### src/rtl/centroid_result_writer.sv
`default_nettype none
// ============================================================================
// Module   : centroid_result_writer
// Purpose  : Captures the final k-means centroids on the core's start pulse,
//            then writes them one per handshake into the host register file.
//            When the last write is accepted, it raises a level interrupt.
//            Optional build macro CENT_WRITER_STATUS_WORD_EN adds a trailing
//            status word, {max_iter_reached, iter_cnt}, after the centroids.
// Revision : 1.0  initial release
// ============================================================================
module centroid_result_writer #(
  parameter int CENTROID_NUM   = 8,
  parameter int LOG2_CENT_NUM  = 3,
  parameter int DATA_WIDTH     = 91,
  parameter int ADDR_WIDTH     = 9,
  parameter int FIRST_CENT_REG = 4,
  parameter int ITER_WIDTH     = 8
) (
  input  logic                               clk,
  input  logic                               rst_n,
  input  logic                               start,
  input  logic [CENTROID_NUM*DATA_WIDTH-1:0] centroids_flat,
  input  logic [ITER_WIDTH-1:0]              iter_cnt,
  input  logic                               max_iter_reached,
  input  logic                               reg_ack,
  input  logic                               int_clr,
  output logic [ADDR_WIDTH-1:0]              reg_num,
  output logic                               reg_w_r,
  output logic [DATA_WIDTH-1:0]              reg_write_data,
  output logic                               busy,
  output logic                               interuptt
);

  localparam logic [LOG2_CENT_NUM-1:0] LAST_IDX = LOG2_CENT_NUM'(CENTROID_NUM - 1);

  typedef enum logic [1:0] {IDLE, WRITE, STATUS, DONE} state_t;

  state_t                   state;
  state_t                   next_state;
  logic [LOG2_CENT_NUM-1:0] index;
  logic [LOG2_CENT_NUM-1:0] next_index;
  logic [DATA_WIDTH-1:0]    snap [CENTROID_NUM];
  logic                     write_done;
  logic                     at_last;

  assign write_done = reg_w_r & reg_ack;
  assign at_last    = (index == LAST_IDX);
  assign next_index = index + LOG2_CENT_NUM'(1);

`ifdef CENT_WRITER_STATUS_WORD_EN
  localparam logic [ADDR_WIDTH-1:0] STATUS_ADDR = ADDR_WIDTH'(FIRST_CENT_REG + CENTROID_NUM);
  logic [ITER_WIDTH-1:0] snap_iter;
  logic                  snap_max;
  logic [DATA_WIDTH-1:0] status_word;
  assign status_word = DATA_WIDTH'({snap_max, snap_iter});

  // Iteration info is captured alongside the centroids so the core may restart.
  always_ff @(posedge clk or negedge rst_n) begin
    if (!rst_n) begin
      snap_iter <= '0;
      snap_max  <= 1'b0;
    end else if (state == IDLE && start) begin
      snap_iter <= iter_cnt;
      snap_max  <= max_iter_reached;
    end
  end
`else
  logic unused_status_inputs;
  assign unused_status_inputs = ^{iter_cnt, max_iter_reached};
`endif

  // State register.
  always_ff @(posedge clk or negedge rst_n) begin
    if (!rst_n) state <= IDLE;
    else        state <= next_state;
  end

  // Next-state decode; a write advances only on an accepted handshake.
  always_comb begin
    next_state = state;
    case (state)
      IDLE:  if (start) next_state = WRITE;
      WRITE: if (write_done && at_last) begin
`ifdef CENT_WRITER_STATUS_WORD_EN
               next_state = STATUS;
`else
               next_state = DONE;
`endif
             end
`ifdef CENT_WRITER_STATUS_WORD_EN
      STATUS: if (write_done) next_state = DONE;
`endif
      DONE:  if (int_clr) next_state = IDLE;
      default: next_state = IDLE;
    endcase
  end

  // Snapshot, index and registered bus outputs; the next word is presented
  // on the same edge that accepts the current one, allowing back-to-back writes.
  always_ff @(posedge clk or negedge rst_n) begin
    if (!rst_n) begin
      index          <= '0;
      reg_num        <= '0;
      reg_w_r        <= 1'b0;
      reg_write_data <= '0;
      busy           <= 1'b0;
      interuptt      <= 1'b0;
      for (int k = 0; k < CENTROID_NUM; k++) snap[k] <= '0;
    end else begin
      case (state)
        IDLE: if (start) begin
          for (int k = 0; k < CENTROID_NUM; k++)
            snap[k] <= centroids_flat[k*DATA_WIDTH +: DATA_WIDTH];
          index          <= '0;
          reg_w_r        <= 1'b1;
          reg_num        <= ADDR_WIDTH'(FIRST_CENT_REG);
          reg_write_data <= centroids_flat[DATA_WIDTH-1:0];
          busy           <= 1'b1;
        end
        WRITE: if (write_done) begin
          if (!at_last) begin
            index          <= next_index;
            reg_num        <= ADDR_WIDTH'(FIRST_CENT_REG) + ADDR_WIDTH'(next_index);
            reg_write_data <= snap[next_index];
          end else begin
`ifdef CENT_WRITER_STATUS_WORD_EN
            reg_num        <= STATUS_ADDR;
            reg_write_data <= status_word;
`else
            reg_w_r        <= 1'b0;
            interuptt      <= 1'b1;
`endif
          end
        end
`ifdef CENT_WRITER_STATUS_WORD_EN
        STATUS: if (write_done) begin
          reg_w_r   <= 1'b0;
          interuptt <= 1'b1;
        end
`endif
        DONE: if (int_clr) begin
          interuptt <= 1'b0;
          busy      <= 1'b0;
        end
        default: ;
      endcase
    end
  end

endmodule
`default_nettype wire

### config.mk
export PLATFORM = sky130hd
export DESIGN_NAME = centroid_result_writer
export DESIGN_NICKNAME = d
export VERILOG_FILES = /design/src/rtl/centroid_result_writer.sv
export SDC_FILE = /design/constraint.sdc
export NUM_CORES = 2
export LEC_CHECK = 0
export ABC_CLOCK_PERIOD_IN_PS = 1900
export CAP_MARGIN = 20
export CORE_AREA = 10 10 324 326
export DETAILED_ROUTE_END_ITERATION = 8
export DIE_AREA = 0 0 334 336
export PLACE_DENSITY_LB_ADDON = 0.15
export SLEW_MARGIN = 40
export SYNTH_ARGS = -nofsm -noshare
export SYNTH_HDL_FRONTEND = slang
export SYNTH_SLANG_ARGS = --single-unit
### constraint.sdc
create_clock -name clk -period 1.9 [get_ports clk]
set_input_delay 0.38 -clock clk [delete_from_list [all_inputs] [get_ports clk]]
set_output_delay 0.38 -clock clk [all_outputs]
set_load 0.01 [all_outputs]
==> images/layer_met1.png <==
Scale bar: 100 µm.
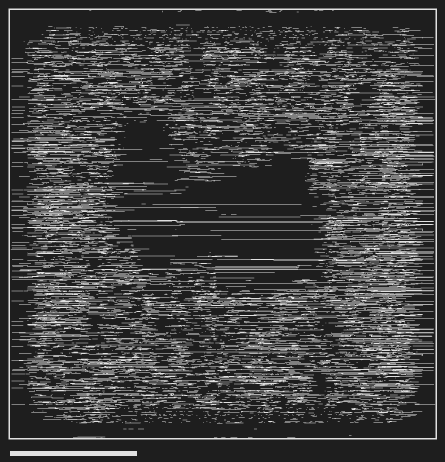
- nets with wire on the layer: 3,795
- share of all routed wire: 39%
- wire length on this layer: 54.7 mm
- longest straight run: 143 µm
- main direction: horizontal
routed wire length: 139.7 mm
met1 Usage GRT: 25.94%

==> images/cell_density.png <==
Scale bar: 100 µm. The die is cut into 33 by 34 equal tiles; black is low, pale yellow is high, 0 to 100% covered.
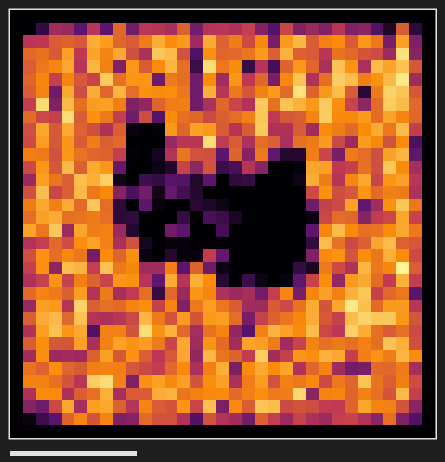
- nearly empty tiles: 19%
- mean over tiles: 49%
- fullest tile: 98%
- tiles over 75% full: 21%
- emptiest ninth of the die: centre

==> Yosys cell counts, types with 2 or more instances <==
master | instances | area (µm²)
buf_1 | 2 | 7.510
nor2b_1 | 2 | 12.51
clkbuf_2 | 8 | 40.04
and2_1 | 2 | 12.51
clkbuf_1 | 22 | 82.58
nor2_1 | 3 | 11.26
o21ai_0 | 80 | 400.4
nand2_1 | 9 | 33.78
o21ai_1 | 16 | 80.08
ha_1 | 2 | 25.02
a21oi_1 | 2 | 10.01
buf_12 | 68 | 1361
mux4_1 | 57 | 1498
mux2_2 | 624 | 7027
nand3_1 | 2 | 10.01
buf_4 | 6 | 45.04
dfrtp_1 | 828 | 20720
mux4_2 | 125 | 2815
mux2i_1 | 92 | 920.9
buf_2 | 29 | 145.1
a22oi_1 | 91 | 683.2
buf_8 | 11 | 165.2
buf_6 | 23 | 259.0
mux2_1 | 104 | 1171
a21o_1 | 2 | 15.01
==> worst reg2reg max path: stages, from the launching register on <==
cell	delay [ns]
dfrtp_4	0.49
ha_4	0.17
ha_4	0.35
buf_12	0.16
buf_12	0.13
buf_12	0.13
mux4_2	0.36
mux2i_1	0.19
o21ai_1	0.08
==> how the worst max path moves through the flow <==
stage                     cells after the start                        endpoint  slack (ns)            startpoint
after floorplan                               8   reg_write_data[0]$_DFFE_PN0P_       -0.01  index[0]$_DFFE_PN0P_
after global placement                        7           snap[570]$_DFFE_PN0P_       -0.50                 start
after detailed placement                      7           snap[179]$_DFFE_PN0P_       -0.50                 start
after CTS                                     9  reg_write_data[74]$_DFFE_PN0P_       -0.29  index[0]$_DFFE_PN0P_
after global routing                          9  reg_write_data[86]$_DFFE_PN0P_       -0.39  index[0]$_DFFE_PN0P_
final                                         8  reg_write_data[47]$_DFFE_PN0P_       -0.27  index[0]$_DFFE_PN0P_
==> flow_metrics.env <==
# yosys + openroad results
export IMPL_status="complete, but fails checks"
export IMPL_violations="setup timing"
export IMPL_nClkBuffers=136
export IMPL_grt_max_degree=75
export IMPL_dp_hpwl_mm=94.58
export IMPL_post_cts_buffers=45
export IMPL_place_area_mm2=0.04785
export IMPL_dr_wl_met3_mm=8.712
export IMPL_reg2reg_to="reg_write_data[47]$_DFFE_PN0P_"
export IMPL_min_path_type="in -> async"
export IMPL_ctsRootBufferMaster="clkbuf_16"
export IMPL_worst_ep_arrival_time_ns=2.71
export IMPL_clk_latency_ns=0.67
export IMPL_antennaDiodeCount=23
export IMPL_ios=845
export IMPL_clock_sinks=828
export IMPL_gr_usage_all_layers_pct=22.49
export IMPL_antenna_found_initial=49
export IMPL_final_cell_mix="826 x dfrtp_1, 731 x clkdlybuf4s50_1, 434 x mux2_4"
export IMPL_lay_top_count="dfrtp_1"
export IMPL_buffer_area_share_pct=25.15
export IMPL_ys_async_sr_fraction_pct=100.0
export IMPL_die_h_um=336
export IMPL_ff_count=828
export IMPL_chipArea_mm2=0.1122
export IMPL_area_growth_pct=50.40
export IMPL_intPower_mw=44.34
export IMPL_comb_power_mw=25.3
export IMPL_pg_seq_mw=21.2
export IMPL_cts_buffers=92
export IMPL_drive_gt1_share_pct=43.70
export IMPL_power_density_mw_per_mm2=1147
export IMPL_place_ws_ns=-0.5022
export IMPL_cp_top_family="multiplexers"
export IMPL_combPwrFrac_pct=39.1
export IMPL_rsz0062_at_grt="yes"
export IMPL_setup_violations=382
export IMPL_n_all_buffers=1209
export IMPL_finalSetupTns_ns=-28.15
export IMPL_yosysUniqueCellTypes=31
export IMPL_viasPerCell=5.329
export IMPL_vias=25250
export IMPL_max_stage_delay_ns=0.49
export IMPL_dp_cells=4354
export IMPL_yosys_area_share_aoi_pct=3.207
export IMPL_route_top_layer_used="met5"
export IMPL_htree_levels=3
export IMPL_rows=115
export IMPL_startpoint_type="register"
export IMPL_finalInstanceArea_mm2=0.05656
export IMPL_path_buffers=3
export IMPL_taps=1287
export IMPL_maxPowerGroup="combinational cells"
export IMPL_inv_count=0
export IMPL_port_buffers=830
export IMPL_core_util_floorplan_pct=38.32
export IMPL_p_total_mw=64.87
export IMPL_sw_frac_of_total_pct=31.64
export IMPL_grt_pass1_vias=27400
export IMPL_regArea_mm2=0.02072
export IMPL_largest_register_ffs=728
export IMPL_drt_pass1_iter_count=5
export IMPL_netlist_instances=2216
export IMPL_r2r_cells=8
export IMPL_yosys_most_used_dff="dfrtp_1"
export IMPL_fin_cells=4738
export IMPL_syn_cell_area_mm2=0.03760
export IMPL_largest_registers="snap: 728 flops, reg_write_data: 91 flops"
export IMPL_synthSimpleGateAreaFrac_pct=0.2995
export IMPL_p_clk_share_pct=28.3
export IMPL_cp_cell_sequence="ha_4 -> ha_4 -> buf_12 -> buf_12 -> buf_12 -> mux4_2 -> mux2i_1 -> o21ai_1"
export IMPL_finalClockSkew_ns=0.01740
export IMPL_drt_iter0_drc=1389
export IMPL_p_leak_nw=25.09
export IMPL_grt_overflow=0
export IMPL_ys_area_mm2=0.03760
export IMPL_drc=0
export IMPL_largest_class="sequential cells"
export IMPL_final_setup_worst_slack_ns=-0.2655
export IMPL_logic_gates=1224
export IMPL_final_util_pct=57.64
export IMPL_drt_met1_wl_mm=54.67
export IMPL_seq_share_pct=36.64
export IMPL_whs_ns=0.2097
export IMPL_placeableCoreArea_mm2=0.09813
export IMPL_fmax_ghz=0.4618
export IMPL_relSlewSlack_pct=65.47
export IMPL_cp_common_cell="buf_12"
export IMPL_grt_pass1_wl_mm=186.7
export IMPL_seq_power_share_pct=32.7
export IMPL_r2r_setup_slack_ns=-0.27
export IMPL_cts_reportedPaths_clkPinSlew_ns=0.06
export IMPL_grt_use_met3_pct=6.643
export IMPL_warning_count=38
export IMPL_logic_family="multiplexers"
export IMPL_fin_nets=4099
export IMPL_ys_sh_adder_pct=0.06654
export IMPL_wl_met2_mm=71.82
export IMPL_ys_sh_xor_pct=0
export IMPL_p_sw_mw=20.53
export IMPL_r2r_start="index[0]$_DFFE_PN0P_"
export IMPL_critical_path_class="reg -> reg"
export IMPL_gp_congestion=0.8340
export IMPL_wl_per_cell_um=29.48
export IMPL_crit_fanout=8
export IMPL_p_clk_mw=18.3
export IMPL_combGateArea_mm2=0.01684
export IMPL_finalMaxSlewViolations=0
export IMPL_min_period_over_period_pct=114.0
export IMPL_mux_area_share_pct=35.72
export IMPL_clock_path_buffers=3
